`src/rtl/pixel_mem_pkg.sv`:
```
// Shared types and defaults for the pixel buffer command interface.
// Imported by both the initiator-side arbiter and the memory responder.
package pixel_mem_pkg;

  localparam int unsigned PixAddrW = 8;
  localparam int unsigned PixDataW = 8;
  localparam int unsigned LatCntW  = 4;

  typedef enum logic [1:0] {
    INSTR_NONE    = 2'b00,
    INSTR_READ    = 2'b01,
    INSTR_WRITE   = 2'b10,
    INSTR_ILLEGAL = 2'b11
  } instr_t;

  typedef enum logic [1:0] {
    StIdle  = 2'b00,
    StRead  = 2'b01,
    StWrite = 2'b10
  } resp_state_t;

endpackage

```
`src/rtl/pixel_store.sv`:
```
// Single-port pixel RAM: synchronous write, registered read.
// Only the read register is reset; array contents survive reset.
module pixel_store
  import pixel_mem_pkg::*;
#(
  parameter int unsigned ADDR_W = PixAddrW,
  parameter int unsigned DATA_W = PixDataW
) (
  input  logic              clk,
  input  logic              rst,
  input  logic              we,
  input  logic              re,
  input  logic [ADDR_W-1:0] addr,
  input  logic [DATA_W-1:0] wdata,
  output logic [DATA_W-1:0] rdata
);

  logic [DATA_W-1:0] mem [2**ADDR_W];

  always_ff @(posedge clk) begin
    if (we) mem[addr] <= wdata;
  end

  always_ff @(posedge clk or posedge rst) begin
    if (rst)     rdata <= '0;
    else if (re) rdata <= mem[addr];
  end

endmodule

```
`src/rtl/pixel_mem_responder.sv`:
```
// Memory-side responder: captures one command at a time, holds busy for the
// configured latency, then commits the write or returns the read data.
module pixel_mem_responder
  import pixel_mem_pkg::*;
#(
  parameter int unsigned ADDR_W    = PixAddrW,
  parameter int unsigned DATA_W    = PixDataW,
  parameter int unsigned READ_LAT  = 2,
  parameter int unsigned WRITE_LAT = 1
) (
  input  logic              clk,
  input  logic              rst,
  input  logic [1:0]        instruction,
  input  logic [ADDR_W-1:0] addr_r,
  input  logic [ADDR_W-1:0] addr_w,
  input  logic [DATA_W-1:0] data_w,
  output logic              busy,
  output logic [DATA_W-1:0] data_r,
  output logic              rd_valid,
  output logic              wr_ack,
  output logic              cmd_err
);

  resp_state_t         state_q, state_d;
  logic [LatCntW-1:0]  cnt_q, cnt_d;
  logic [ADDR_W-1:0]   addr_q, addr_d;
  logic [DATA_W-1:0]   data_q, data_d;
  logic                rd_valid_q, rd_valid_d;
  logic                wr_ack_q, wr_ack_d;
  logic                cmd_err_q, cmd_err_d;
  logic                store_we, store_re;
  instr_t              instr;

  assign instr = instr_t'(instruction);

  always_comb begin
    state_d    = state_q;
    cnt_d      = cnt_q;
    addr_d     = addr_q;
    data_d     = data_q;
    rd_valid_d = 1'b0;
    wr_ack_d   = 1'b0;
    cmd_err_d  = 1'b0;
    store_we   = 1'b0;
    store_re   = 1'b0;
    unique case (state_q)
      StIdle: begin
        unique case (instr)
          INSTR_READ: begin
            addr_d  = addr_r;
            cnt_d   = LatCntW'(READ_LAT - 1);
            state_d = StRead;
          end
          INSTR_WRITE: begin
            addr_d  = addr_w;
            data_d  = data_w;
            cnt_d   = LatCntW'(WRITE_LAT - 1);
            state_d = StWrite;
          end
          INSTR_ILLEGAL: cmd_err_d = 1'b1;
          INSTR_NONE:    ;
        endcase
      end
      StRead: begin
        if (cnt_q != '0) begin
          cnt_d = cnt_q - LatCntW'(1);
        end else begin
          // Store's registered read lands on the same edge as rd_valid.
          store_re   = 1'b1;
          rd_valid_d = 1'b1;
          state_d    = StIdle;
        end
      end
      StWrite: begin
        if (cnt_q != '0) begin
          cnt_d = cnt_q - LatCntW'(1);
        end else begin
          store_we = 1'b1;
          wr_ack_d = 1'b1;
          state_d  = StIdle;
        end
      end
      default: state_d = StIdle;
    endcase
  end

  always_ff @(posedge clk or posedge rst) begin
    if (rst) begin
      state_q    <= StIdle;
      cnt_q      <= '0;
      addr_q     <= '0;
      data_q     <= '0;
      rd_valid_q <= 1'b0;
      wr_ack_q   <= 1'b0;
      cmd_err_q  <= 1'b0;
    end else begin
      state_q    <= state_d;
      cnt_q      <= cnt_d;
      addr_q     <= addr_d;
      data_q     <= data_d;
      rd_valid_q <= rd_valid_d;
      wr_ack_q   <= wr_ack_d;
      cmd_err_q  <= cmd_err_d;
    end
  end

  pixel_store #(
    .ADDR_W(ADDR_W),
    .DATA_W(DATA_W)
  ) u_store (
    .clk  (clk),
    .rst  (rst),
    .we   (store_we),
    .re   (store_re),
    .addr (addr_q),
    .wdata(data_q),
    .rdata(data_r)
  );

  assign busy     = (state_q != StIdle);
  assign rd_valid = rd_valid_q;
  assign wr_ack   = wr_ack_q;
  assign cmd_err  = cmd_err_q;

endmodule

```
`config.mk`:
```
export PLATFORM = sky130hd
export DESIGN_NAME = pixel_mem_responder
export DESIGN_NICKNAME = d
export VERILOG_FILES = /design/src/rtl/pixel_mem_pkg.sv /design/src/rtl/pixel_store.sv /design/src/rtl/pixel_mem_responder.sv
export SDC_FILE = /design/constraint.sdc
export NUM_CORES = 2
export LEC_CHECK = 0
export CAP_MARGIN = 20
export CELL_PAD_IN_SITES_DETAIL_PLACEMENT = 1
export CELL_PAD_IN_SITES_GLOBAL_PLACEMENT = 2
export CORE_ASPECT_RATIO = 0.9
export CORE_MARGIN = 2
export CORE_UTILIZATION = 55
export CTS_CLUSTER_DIAMETER = 60
export DETAILED_ROUTE_END_ITERATION = 10
export PLACE_DENSITY = 0.84
export SYNTH_ARGS = -nofsm -noshare
export SYNTH_HDL_FRONTEND = slang
export SYNTH_HIERARCHICAL = 1
export SYNTH_SLANG_ARGS = --single-unit
```
`constraint.sdc`:
```
create_clock -name clk -period 6.65 [get_ports clk]
set_input_delay 0.9975 -clock clk [delete_from_list [all_inputs] [get_ports clk]]
set_output_delay 0.9975 -clock clk [all_outputs]
set_load 0.005 [all_outputs]
```
### Ports around the boundary

Scale: 1 px per um. Pins as bars across the die edge, other pins in grey.
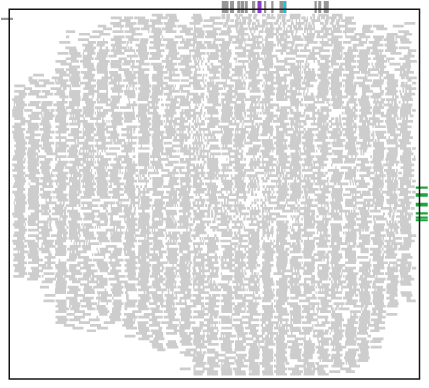
Key: purple = `instruction` [pins 2, direction input, edge north]; cyan = `busy` [pins 1, direction output, edge north]; green = `data_r` [pins 8, direction output, edge east]
All pins by edge: 31 north, 8 east, 1 west.
Die Y: 368 um
die boundary width: 409 um
I/O Buffers: 39

### Signal wires on met4

Scale: 1 px per um.
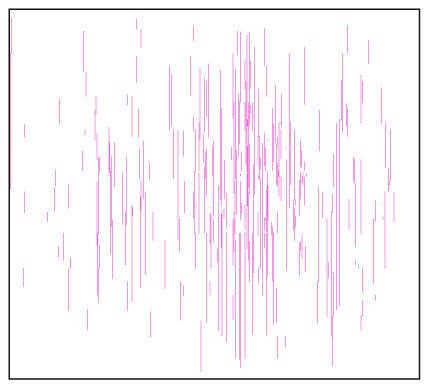
The layer carries 11000 um of wire. The layer holds 4.8% of the routed length. The longest straight run is 187 um. The wires run mostly vertical.
WL final: 230000 um
detailed-route via count: 41500

==> results.cfg <==
; yosys + openroad results
[clock_tree]
clk_pin_slew_ns = 0.06
cts_root_buf = clkbuf_16
ctsLongestPathBuffers = 3

[detailed_routing]
met2_length_um = 109000
first_iter_violations = 6046
wl_met1_um = 84400
highest_layer = met5
dr.pass1.iters = 8
drc_errors = 0

[timing]
tns_ns = 0
finalMaxSlewViolations = 95
max_freq_mhz = 225
rsz0062_at_grt = false

[status]
violations = slew limit
outcome = finished with violations

[setup_path]
path_max_fanout = 122
worstPathRequired_ns = 7.35
worstSetupEndpointType = flop
r2r_slack_ns = 2.21
endpoint = u_store/rdata[3]
rr_startpoint = addr_q[0]

[power]
power_w = 0.0399
pg_seq_w = 0.0173
swShare_pct = 33.2
powerComb_w = 0.0116
seq_power_share_pct = 43.4
leakage_nw = 27.7

[place]
dpl_worst_slack_ns = 2.22
placed_area_sq_um = 83700

[synth]
synth_top_area_share_pct = 75.8
edf_count = 2048
top_cells_by_count = edfxtp_1 (2048), mux4_2 (502), nor2_1 (285)
synthAoiAreaFrac_pct = 2.38

[global_routing]
grt_antenna_before_repair = 12
grt_pass1_vias = 42900

[flow_run]
drv_cap = 0

[min_path]
whs_path_depth = 1
hold_path.class = reg -> reg
hold_end = state_q[0]
hold_path_startpoint = state_q[0]

[final_layout]
fin_cells = 6074
clk_share_pct = 6.88
regMostFlops = u_store/mem
seqCellArea_sq_um = 62400
sh_comb_area_pct = 19.4
final_common_cell = edfxtp_1
nClkBuffers = 247
### Wiring by layer

Scale: 1 px per um. Only two layers are drawn.
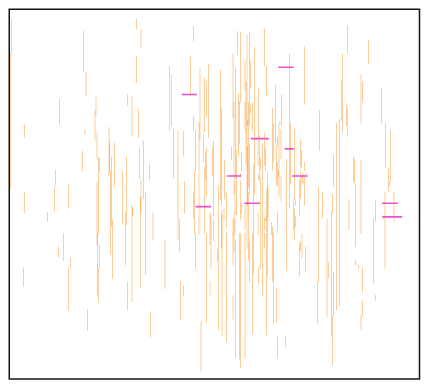
Key: magenta = M5 [wire length 138 um]; orange = M4 [wire length 11000 um]

### The clock network

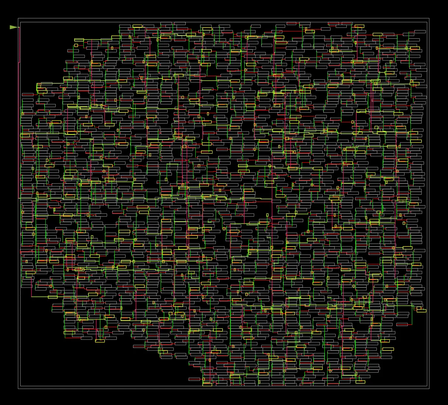
Clock Skews: 0.0411 ns
clock-net power: 0.0110 W
CTS buffer count: 199
clk sinks: 2081
clk_lat worst skew: 0.84 ns

Power is estimated from default activity; no workload was simulated.
